<file path="src/rtl/gerenciador_contexto_if.sv">
// Bundle between program memory, preemption timer and fetch/PC stage.
// master drives memory/timer/regfile inputs; slave is the context manager.
interface gerenciador_contexto_if #(
  parameter int LARG_CONT = 16
);
  logic [31:0]          instr_mem;
  logic [31:0]          instr_temp;
  logic                 flag_pausa;
  logic [31:0]          pc_atual;
  logic [31:0]          reg_a_dado;
  logic [31:0]          reg_b_dado;
  logic [31:0]          instrucao;
  logic                 congela_pc;
  logic                 desvio;
  logic [31:0]          end_desvio;
  logic [31:0]          contexto;
  logic [31:0]          pc_salvo;
  logic [31:0]          pc_retomada;
  logic                 erro_contexto;
  logic [LARG_CONT-1:0] contador_trocas;

  modport master (
    output instr_mem, instr_temp, flag_pausa,
    output pc_atual, reg_a_dado, reg_b_dado,
    input  instrucao, congela_pc, desvio,
    input  end_desvio, contexto, pc_salvo,
    input  pc_retomada, erro_contexto,
    input  contador_trocas
  );

  modport slave (
    input  instr_mem, instr_temp, flag_pausa,
    input  pc_atual, reg_a_dado, reg_b_dado,
    output instrucao, congela_pc, desvio,
    output end_desvio, contexto, pc_salvo,
    output pc_retomada, erro_contexto,
    output contador_trocas
  );
endinterface

</file>
<file path="src/rtl/gerenciador_contexto.sv">
// Context-switch manager: selects memory or timer-injected instruction,
// freezes PC while injecting, saves preempted PCs, runs the context branch.
// Ports: clk, reset (async, active-high), bus (gerenciador_contexto_if.slave).
module gerenciador_contexto #(
  parameter int         NUM_CONTEXTOS = 8,
  parameter logic [5:0] OP_TROCA      = 6'b111111,
  parameter int         LARG_CONT     = 16
) (
  input logic             clk,
  input logic             reset,
  gerenciador_contexto_if.slave bus
);
  localparam int IW = $clog2(NUM_CONTEXTOS);

  typedef enum logic [1:0] {
    EXEC,
    INJETA,
    DESVIO
  } estado_t;

  estado_t              estado;
  logic                 pausa_d;
  logic                 desvio;
  logic                 erro;
  logic [31:0]          end_desvio;
  logic [31:0]          contexto;
  logic [31:0]          pc_salvo;
  logic [LARG_CONT-1:0] contador;
  logic [31:0]          tabela_pc [NUM_CONTEXTOS];

  logic [31:0]          instrucao;
  logic                 borda;
  logic                 eh_troca;
  logic                 ctx_ok;
  logic                 faz_troca;
  logic                 congela;
  logic [IW-1:0]        idx_atual;
  logic [IW-1:0]        idx_ret;

  assign instrucao = bus.flag_pausa ? bus.instr_temp
                                    : bus.instr_mem;
  assign borda     = bus.flag_pausa & ~pausa_d;
  assign eh_troca  = instrucao[31:26] == OP_TROCA;
  assign ctx_ok    = bus.reg_b_dado < 32'(NUM_CONTEXTOS);
  assign idx_atual = contexto[IW-1:0];
  assign idx_ret   = bus.reg_b_dado[IW-1:0];

  // A pause edge in EXEC outranks a switch opcode in memory;
  // the muxed word is instr_temp then anyway.
  always_comb begin
    faz_troca = 1'b0;
    unique case (1'b1)
      estado == EXEC:   faz_troca = eh_troca & ~borda;
      estado == INJETA: faz_troca = eh_troca;
      default:          faz_troca = 1'b0;
    endcase
  end

  // Reset forces the freeze low at once, even if the timer
  // still holds its pause flag.
  always_comb begin
    congela = 1'b0;
    if (!reset) begin
      unique case (1'b1)
        estado == EXEC:   congela = bus.flag_pausa;
        estado == INJETA: congela = 1'b1;
        default:          congela = 1'b0;
      endcase
    end
  end

  always_ff @(posedge clk or posedge reset) begin
    if (reset) begin
      estado     <= EXEC;
      pausa_d    <= 1'b0;
      desvio     <= 1'b0;
      erro       <= 1'b0;
      end_desvio <= '0;
      contexto   <= '0;
      pc_salvo   <= '0;
      contador   <= '0;
      for (int i = 0; i < NUM_CONTEXTOS; i++)
        tabela_pc[i] <= '0;
    end else begin
      // pausa_d also tracks during DESVIO, so an edge
      // arriving there is consumed without capture.
      pausa_d <= bus.flag_pausa;
      desvio  <= 1'b0;
      erro    <= 1'b0;
      if (faz_troca) begin
        if (ctx_ok) begin
          end_desvio <= bus.reg_a_dado;
          contexto   <= bus.reg_b_dado;
          desvio     <= 1'b1;
          estado     <= DESVIO;
          if (contador != '1)
            contador <= contador + 1'b1;
        end else begin
          erro   <= 1'b1;
          estado <= EXEC;
        end
      end else begin
        unique case (estado)
          EXEC: begin
            if (borda) begin
              estado               <= INJETA;
              pc_salvo             <= bus.pc_atual;
              tabela_pc[idx_atual] <= bus.pc_atual;
            end
          end
          INJETA: begin
            if (!bus.flag_pausa)
              estado <= EXEC;
          end
          DESVIO: estado <= EXEC;
          default: estado <= EXEC;
        endcase
      end
    end
  end

  assign bus.instrucao       = instrucao;
  assign bus.congela_pc      = congela;
  assign bus.desvio          = desvio;
  assign bus.end_desvio      = end_desvio;
  assign bus.contexto        = contexto;
  assign bus.pc_salvo        = pc_salvo;
  assign bus.pc_retomada     = tabela_pc[idx_ret];
  assign bus.erro_contexto   = erro;
  assign bus.contador_trocas = contador;
endmodule
</file>
<file path="src/flat_wrapper.sv">
// flat-port wrapper written by rule: the top's interface ports become plain ports
module gerenciador_contexto_flat 
#(
  parameter int         NUM_CONTEXTOS = 8,
  parameter logic [5:0] OP_TROCA      = 6'b111111,
  parameter int         LARG_CONT     = 16
)
  (clk, reset, bus_instr_mem, bus_instr_temp, bus_flag_pausa, bus_pc_atual, bus_reg_a_dado, bus_reg_b_dado, bus_instrucao, bus_congela_pc, bus_desvio, bus_end_desvio, bus_contexto, bus_pc_salvo, bus_pc_retomada, bus_erro_contexto, bus_contador_trocas);
  gerenciador_contexto_if #(.LARG_CONT(LARG_CONT)) bus_i ();
  input logic clk;
  input logic reset;
  input wire logic [$bits(bus_i.instr_mem)-1:0] bus_instr_mem;
  input wire logic [$bits(bus_i.instr_temp)-1:0] bus_instr_temp;
  input wire logic [$bits(bus_i.flag_pausa)-1:0] bus_flag_pausa;
  input wire logic [$bits(bus_i.pc_atual)-1:0] bus_pc_atual;
  input wire logic [$bits(bus_i.reg_a_dado)-1:0] bus_reg_a_dado;
  input wire logic [$bits(bus_i.reg_b_dado)-1:0] bus_reg_b_dado;
  output wire logic [$bits(bus_i.instrucao)-1:0] bus_instrucao;
  output wire logic [$bits(bus_i.congela_pc)-1:0] bus_congela_pc;
  output wire logic [$bits(bus_i.desvio)-1:0] bus_desvio;
  output wire logic [$bits(bus_i.end_desvio)-1:0] bus_end_desvio;
  output wire logic [$bits(bus_i.contexto)-1:0] bus_contexto;
  output wire logic [$bits(bus_i.pc_salvo)-1:0] bus_pc_salvo;
  output wire logic [$bits(bus_i.pc_retomada)-1:0] bus_pc_retomada;
  output wire logic [$bits(bus_i.erro_contexto)-1:0] bus_erro_contexto;
  output wire logic [$bits(bus_i.contador_trocas)-1:0] bus_contador_trocas;
  assign bus_i.instr_mem = bus_instr_mem;
  assign bus_i.instr_temp = bus_instr_temp;
  assign bus_i.flag_pausa = bus_flag_pausa;
  assign bus_i.pc_atual = bus_pc_atual;
  assign bus_i.reg_a_dado = bus_reg_a_dado;
  assign bus_i.reg_b_dado = bus_reg_b_dado;
  assign bus_instrucao = bus_i.instrucao;
  assign bus_congela_pc = bus_i.congela_pc;
  assign bus_desvio = bus_i.desvio;
  assign bus_end_desvio = bus_i.end_desvio;
  assign bus_contexto = bus_i.contexto;
  assign bus_pc_salvo = bus_i.pc_salvo;
  assign bus_pc_retomada = bus_i.pc_retomada;
  assign bus_erro_contexto = bus_i.erro_contexto;
  assign bus_contador_trocas = bus_i.contador_trocas;
  gerenciador_contexto #(.NUM_CONTEXTOS(NUM_CONTEXTOS), .OP_TROCA(OP_TROCA), .LARG_CONT(LARG_CONT)) u_core (.clk(clk), .reset(reset), .bus(bus_i));
endmodule
</file>
<file path="config.mk">
export PLATFORM = sky130hd
export DESIGN_NAME = gerenciador_contexto_flat
export DESIGN_NICKNAME = d
export VERILOG_FILES = /design/src/rtl/gerenciador_contexto_if.sv /design/src/rtl/gerenciador_contexto.sv /design/src/flat_wrapper.sv
export SDC_FILE = /design/constraint.sdc
export NUM_CORES = 1
export LEC_CHECK = 0
export ABC_AREA = 1
export CORE_MARGIN = 5
export CORE_UTILIZATION = 35
export CTS_CLUSTER_SIZE = 8
export DETAILED_ROUTE_END_ITERATION = 10
export SETUP_SLACK_MARGIN = 0.5
export SLEW_MARGIN = 20
export SYNTH_ARGS = -nofsm -noshare
export SYNTH_HDL_FRONTEND = slang
export SYNTH_SLANG_ARGS = --single-unit
</file>
<file path="constraint.sdc">
create_clock -name clk -period 16.75 [get_ports clk]
set_input_delay 1.675 -clock clk [delete_from_list [all_inputs] [get_ports clk]]
set_output_delay 1.675 -clock clk [all_outputs]
set_load 0.01 [all_outputs]
</file>
Fig. 1: run 1, clock routing
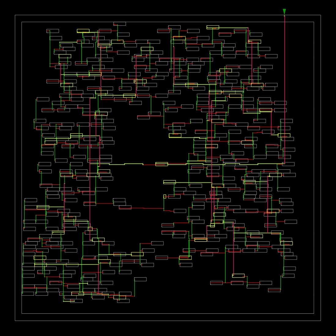
clock buffer count: 53
CTS buffer count: 52
Flops: 373
Latency at later pin: 0.58 ns
Final Skew: 0.0226 ns

Fig. 2: run 1, PDN straps and rails
(1.5 px per µm) Pins as bars on the die edge. Tap cells in gray.
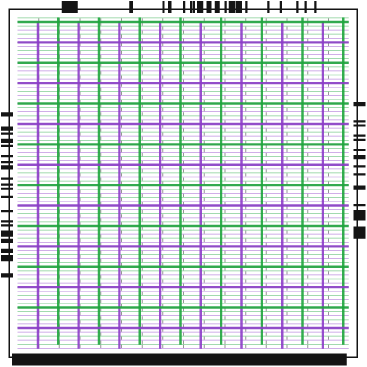
Key: purple = VSS; green = VDD
82 met1 rails follow the rows. 342 signal pins sit on the boundary. 16 straps on met5.
Die W: 231 µm
Die H: 231 µm
core area: 48,600 µm²

==> flow_metrics.tcl, run 1 <==
# implementation run metrics
set metrics [dict create \
    rows 81 \
    fp_nets 2302 \
    switching_share_pct 24.5 \
    syn_area_um2 17100 \
    grt_pass1_wl_um 81900 \
    peakVddDrop_mv 0.0697 \
    status "completed" \
    lay_top_count "nand2_1" \
    min_path_type "register to register" \
    ys_cells 2138 \
    slew_headroom_pct 18.5 \
    cp_slowest_cell "clkdlybuf4s50_1" \
    ys_seq_elements 373 \
    clkTransAtPathRegs_ns 0.05 \
    routedWlPerCell_um 17.1 \
    seq_area_frac_synth_pct 54.6 \
    postSynthAreaPerCell_um2 8.00 \
    final_cell_count_no_fill 3051 \
    hp-start "u_core.bus.end_desvio[30]$_DFFE_PP0P_" \
    critPathLaunchType "input pin" \
    root_buffer "clkbuf_16" \
    p_switching_uw 517 \
    final_cell_mix "nand2_1 (574), dfrtp_1 (373), clkdlybuf4s50_1 (339)" \
    p_clk_share_pct 43.5 \
    warnings 30 \
    hpwlAfterDp_um 33800 \
]
Fig. 3: run 1, the metal 3 layer
(1 px per µm) Cells faint in the background.
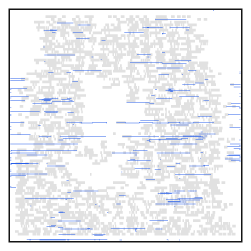
The wires run mostly horizontal. The longest straight run is 80.3 µm. The layer carries 2,560 µm of wire. The layer holds 4.9% of the routed length. 140 nets have wire on it.
total number of vias: 14,800
Global Route met3 Usage: 3.22%
Total Wirelength: 52,200 µm

Fig. 4: run 1, signal wires on met2
(1 px per µm)
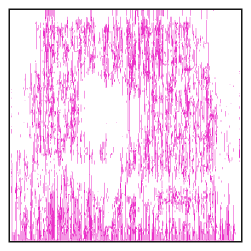
The longest straight run is 99.3 µm. 1,990 nets have wire on it.
GR Util met2: 30.9%

run 1: per-stage QoR:
stage                     utilization [%]  power, µW
after floorplan                         -       1070
after global placement               42.9       1210
after detailed placement             43.0       1210
after CTS                            45.7       2150
after global routing                 45.7       2210
final                                45.7       2110
run 1: final cells by class:
type                    count  area (µm²)
diodes                      1        2.50
clock buffers              53        1330
clock inverters             3        22.5
fillers                  4783       26400
inverters                 286        1080
multi-input cells        1351        6110
flip-flops and latches    373        9330
well taps                 622         778
repair buffers            362        3590
run 1: per-layer routing:
layer	wire length (µm)	global-route usage (%)	vias up	share of wire [%]
met3	2560	3.22	74	4.9
li1	-	-	7297	-
met1	23900	26.5	7093	46
met2	24600	30.9	346	47
met5	0	0	-	0
met4	1160	5.59	0	2.2
run 1: Yosys cell counts (all sizes together):
cell	instances
clkbuf	68
inv	285
xor2	3
a31oi	32
ha	1
or2	1
nand2	575
xnor2	4
nand4	7
nor4	4
nor2	171
buf	60
a21oi	162
nand3	28
dfrtp	373
o21ai	328
clkinv	1
nor3	3
a211oi	1
o211ai	31
run 1: flip-flops by register name (all words and copies together), names as in the netlist:
name	flops
u_core.bus.contador_trocas	16
u_core.bus.contexto	32
u_core.bus.desvio	1
u_core.bus.end_desvio	32
u_core.bus.erro_contexto	1
u_core.bus.pc_salvo	32
u_core.estado	2
u_core.pausa_d	1
u_core.tabela_pc	256
run 1: power groups by stage:
stage | logic (µW) | clock network (µW) | registers [µW]
after floorplan | 98.3 | 0 | 969
after global placement | 245 | 0 | 964
after detailed placement | 246 | 0 | 965
after CTS | 248 | 947 | 950
after global routing | 269 | 984 | 953
final | 244 | 919 | 950
run 1: cell families after synthesis:
family / after synthesis / synth area share [%]
flops: 373 / 54.6
compound gates: 554 / 16.9
xor+xnor: 7 / 0.359
simple gates: 789 / 18.4
fa+ha+maj: 1 / 0.0732
buf+inv: 414 / 9.70
run 1: final timing paths:
check | to | slack, ns | cells after the start
min in group asynchronous | u_core.bus.contador_trocas[14]$_DFFE_PP0P_ | 1.88 | 2
max in group asynchronous | u_core.tabela_pc[145]$_DFFE_PP0P_ | 13.28 | 3
worst min register to register | u_core.bus.end_desvio[30]$_DFFE_PP0P_ | 0.48 | 2
worst min-delay path | u_core.bus.end_desvio[30]$_DFFE_PP0P_ | 0.48 | 2
worst max-delay path | bus_pc_retomada[29] | 10.69 | 7
worst max register to register | u_core.tabela_pc[5]$_DFFE_PP0P_ | 13.99 | 6
run 1: worst max-delay path, delay by kind of cell:
family,cells,cell delay (ns)
AOI/OAI and AO/OA,3,0.47
buffers and inverters,4,2.19
Fig. 5: run 1, routed metal, one color a layer
(1.5 px per µm)
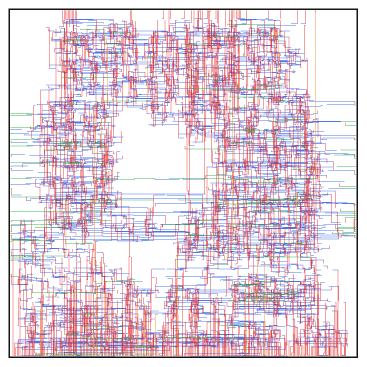

==> run 1 -> run 2 <==
Clock period 16.75 ns to 6.35 ns, I/O delays scaled along.
Fig. 6: run 2, routed metal, one color a layer
(1.5 px per µm)
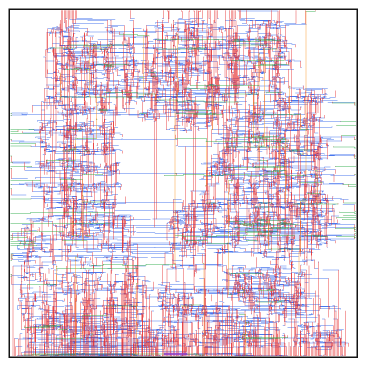
Key: green = metal 3 [wire length 2,820 µm]; red = metal 2 [wire length 24.9 mm]; blue = metal 1 [wire length 24.0 mm]; orange = metal 4 [wire length 1,140 µm]; purple = metal 5 [wire length 13.8 µm]
Total Wirelength: 52,900 µm
Global Route Usage Sum: 19.5%
per-cell routed wire length: 17.3 µm
total number of vias: 14,800

Fig. 7: run 2, clock routing
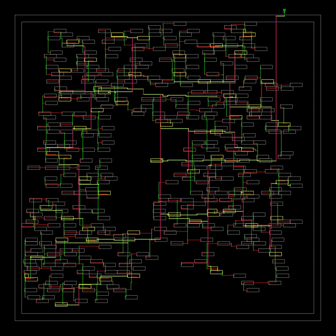
Latency at later pin: 0.59 ns
Final Skew: 0.0175 ns
CTS buffer count: 53
Clk. pwr: 2510 µW
clock buffer count: 56

==> flow_metrics.tcl, run 2 <==
# implementation run metrics
set metrics [dict create \
    hp-start "u_core.bus.pc_salvo[11]$_DFFE_PP0P_" \
    hpwlAfterDp_um 34500 \
    rows 81 \
    core_area_um2 48600 \
    grt_pass1_wl_um 83600 \
    root_buffer "clkbuf_16" \
    clkTransAtPathRegs_ns 0.05 \
    fin_util_pct 45.9 \
    slew_headroom_pct 31.3 \
    top_logic_kind "simple AND/OR/NAND/NOR gates" \
    top_cells_by_count "nand2_1 (574), dfrtp_1 (373), o21ai_0 (305)" \
    n_antenna_cell 0 \
    fp_nets 2302 \
    top_cell "nand2_1" \
    ys_sh_mux_pct 0 \
    warnings 28 \
    ys_cells 2138 \
    cp_num_buf_inv 4 \
    seq_area_frac_synth_pct 54.6 \
    ys_sh_adder_pct 0.0732 \
    critPathLaunchType "input pin" \
    synthXorXnorAreaFrac_pct 0.359 \
    final_cell_count_no_fill 3057 \
    synthArstFlopShare_pct 100 \
    die_x_um 231 \
    ys_sh_simple_pct 18.4 \
    ys_seq_elements 373 \
    edf_count 0 \
    syn_area_um2 17100 \
    status "completed" \
    postSynthAreaPerCell_um2 8.00 \
    rrSetupSlack_ns 3.77 \
]
-- run 2: per-stage QoR --
| stage | cell area, µm² | setup slack, ns | total power (µW) | hold WS, ns |
|---|---|---|---|---|
| floorplan | 17100 | 0.707 | 2820 | 0.486 |
| global placement | 20900 | 2.21 | 3190 | 0.462 |
| detailed placement | 20900 | 2.10 | 3200 | 0.468 |
| CTS | 22300 | 2.17 | 5750 | 0.484 |
| global route | 22300 | 2.05 | 5900 | 0.498 |
| finish | 22300 | 2.19 | 5660 | 0.480 |
-- run 2: cell type report --
class / count / area [µm²] / share of cell area (%)
Clock inverter: 4 / 48.8 / 0.218
Sequential cell: 373 / 9330 / 41.8
Timing Repair Buffer: 365 / 3620 / 16.2
Multi-Input combinational cell: 1351 / 6110 / 27.4
Clock buffer: 56 / 1370 / 6.13
Tap cell: 622 / 778 / 3.48
Inverter: 286 / 1080 / 4.82
-- run 2: path summary, 6_finish.rpt --
check	depth (start not counted)	to
max in group asynchronous	4	u_core.tabela_pc[181]$_DFFE_PP0P_
setup reg to reg	10	u_core.bus.end_desvio[3]$_DFFE_PP0P_
min in group asynchronous	3	u_core.bus.erro_contexto$_DFF_PP0_
setup / recovery	7	bus_pc_retomada[2]
hold / removal	2	u_core.bus.pc_salvo[11]$_DFFE_PP0P_
hold reg to reg	2	u_core.bus.pc_salvo[11]$_DFFE_PP0P_
-- run 2: kinds of logic (layout without fill, tap and decap cells) --
group / after synthesis / count (layout)
AOI/OAI and AO/OA: 554 / 554
buffers and inverters: 414 / 711
DFF: 373 / 373
adders and majority gates: 1 / 1
xor gates and xnor gates: 7 / 7
and+or+nand+nor: 789 / 789
-- run 2: tightest hold or removal path, cell delays in order, from the launching register on --
cell and delay (ns):
dfrtp_1 0.34, nand2_1 0.05, o21ai_0 0.06
-- run 2: routing by layer --
layer	wire length, µm	vias up	GRT usage, %
met5	13	-	0
met4	1140	2	4.85
met3	2820	82	3.55
met2	24900	381	31.7
met1	24000	6982	27.4
li1	-	7309	-
-- run 2: report_power, final --
group,switching (µW),total (µW),internal [µW]
registers,42.9,2510,2460
logic,351,650,299
clock network,1000,2510,1500
Fig. 8: run 2, the metal 3 layer
(1 px per µm) Cells faint in the background.
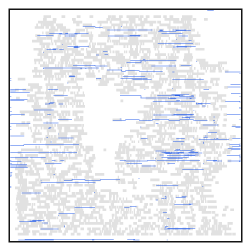

==> run 2 -> run 3 <==
Clock period 6.35 ns to 4.02 ns, I/O delays scaled along.
Fig. 9: run 3, the metal 3 layer
(1 px per µm) Cells faint in the background.
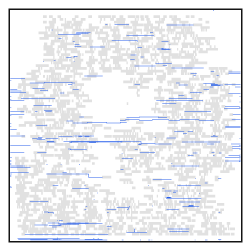
The longest straight run is 83.0 µm. The layer carries 2,560 µm of wire. 164 nets have wire on it. The wires run mostly horizontal. The layer holds 5.0% of the routed length.
Total Wirelength: 51,800 µm
Global Route met3 Usage: 3.36%

==> flow_metrics.tcl, run 3 <==
# implementation run metrics
set metrics [dict create \
    status "completed" \
    seqCellArea_um2 9330 \
    rows 81 \
    hpwlAfterDp_um 35000 \
    largest_register "u_core.tabela_pc" \
    die_h_um 231 \
    min_path_cells 3 \
    die_x_um 231 \
    insertion_delay_ns 0.57 \
    cp_num_buf_inv 4 \
    slew_headroom_pct 47.9 \
    dpl-instance-area_um2 21100 \
    edf_count 0 \
    r2r-end "u_core.tabela_pc[211]$_DFFE_PP0P_" \
    synth_top_flop_cell "dfrtp_1" \
    min_to "u_core.bus.end_desvio[7]$_DFFE_PP0P_" \
    fillerInstances 4774 \
    ys_seq_elements 373 \
    final_cell_count_no_fill 3062 \
    root_buffer "clkbuf_16" \
    routed-via-count 14900 \
    final_cell_mix "nand2_1 (574), dfrtp_1 (373), clkdlybuf4s50_1 (339)" \
    grt_pass1_wl_um 81500 \
    ys_cells 2138 \
    largest_register_ff_count 256 \
    finClkSkew_ns 0.0175 \
    reg2reg_depth 6 \
    clkTransAtPathRegs_ns 0.05 \
    combGateArea_um2 6110 \
    postSynthAreaPerCell_um2 8.00 \
    syn_area_um2 17100 \
    grt_use_total_pct 19.0 \
]
Fig. 10: run 3, clock routing
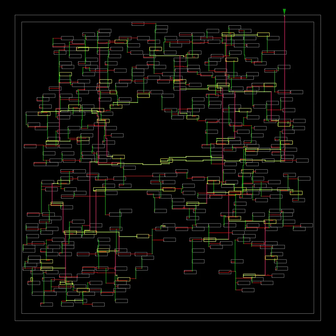
CTS buffer count: 52
Clk. pwr: 3810 µW

run 3: kinds of logic (layout without fill, tap and decap cells):
group | after synthesis | count (layout) | share of synthesized area, %
and+or+nand+nor | 789 | 789 | 18.4
AOI/OAI and AO/OA | 554 | 554 | 16.9
buffers and inverters | 414 | 712 | 9.70
DFF | 373 | 373 | 54.6
xor gates and xnor gates | 7 | 7 | 0.359
adders and majority gates | 1 | 1 | 0.0732
other | 0 | 4 | 0
run 3: layout make-up:
type	instances	area share, %
antenna	4	0.0447
clock buffer	55	6.00
inverter	286	4.81
multi-input combinational	1351	27.3
sequential	373	41.7
tap	622	3.47
timing repair buffer	371	16.7
run 3: through the flow:
stage	total power, µW	util (%)	setup WS [ns]
floorplan	4450	-	-1.39
global placement	5060	43.3	0.805
detailed placement	5070	43.3	0.744
CTS	8960	46.0	0.925
global route	9180	46.1	0.707
finish	8810	46.1	0.969
run 3: tightest hold or removal path, cell delays in order:
cell	delay [ns]
clkdlybuf4s50_1	0.39
nand2_1	0.06
nand2_1	0.04
run 3: worst max path at each step:
stage	slack (ns)	end	from
5_1_grt	0.71	bus_pc_retomada[23]	bus_reg_b_dado[0]
2_1_floorplan	-1.39	u_core.bus.contador_trocas[0]$_DFFE_PP0P_	reset
3_5_place_dp	0.74	u_core.bus.end_desvio[23]$_DFFE_PP0P_	bus_flag_pausa
6_report	0.97	bus_pc_retomada[26]	bus_reg_b_dado[0]
3_3_place_gp	0.81	u_core.bus.end_desvio[29]$_DFFE_PP0P_	bus_flag_pausa
4_1_cts	0.93	bus_pc_retomada[28]	bus_reg_b_dado[0]
run 3: per-layer routing:
| metal | track usage [%] | up-vias | part of all wire, % |
|---|---|---|---|
| met4 | 6.54 | 0 | 3.3 |
| met5 | 0 | - | 0 |
| met2 | 29.8 | 381 | 46 |
| met3 | 3.36 | 90 | 4.9 |
| met1 | 26.7 | 7103 | 46 |
| li1 | - | 7324 | - |
run 3: power by group:
part           switching (µW)  total (µW)  internal (µW)  leakage, µW
sequential               68.2        3960           3890      0.00412
clock                    1510        3810           2310     0.000662
combinational             557        1040            480      0.00589
total                    2130        8810           6680       0.0107
Power figures rest on the tool's default switching activity, not on a simulated workload.
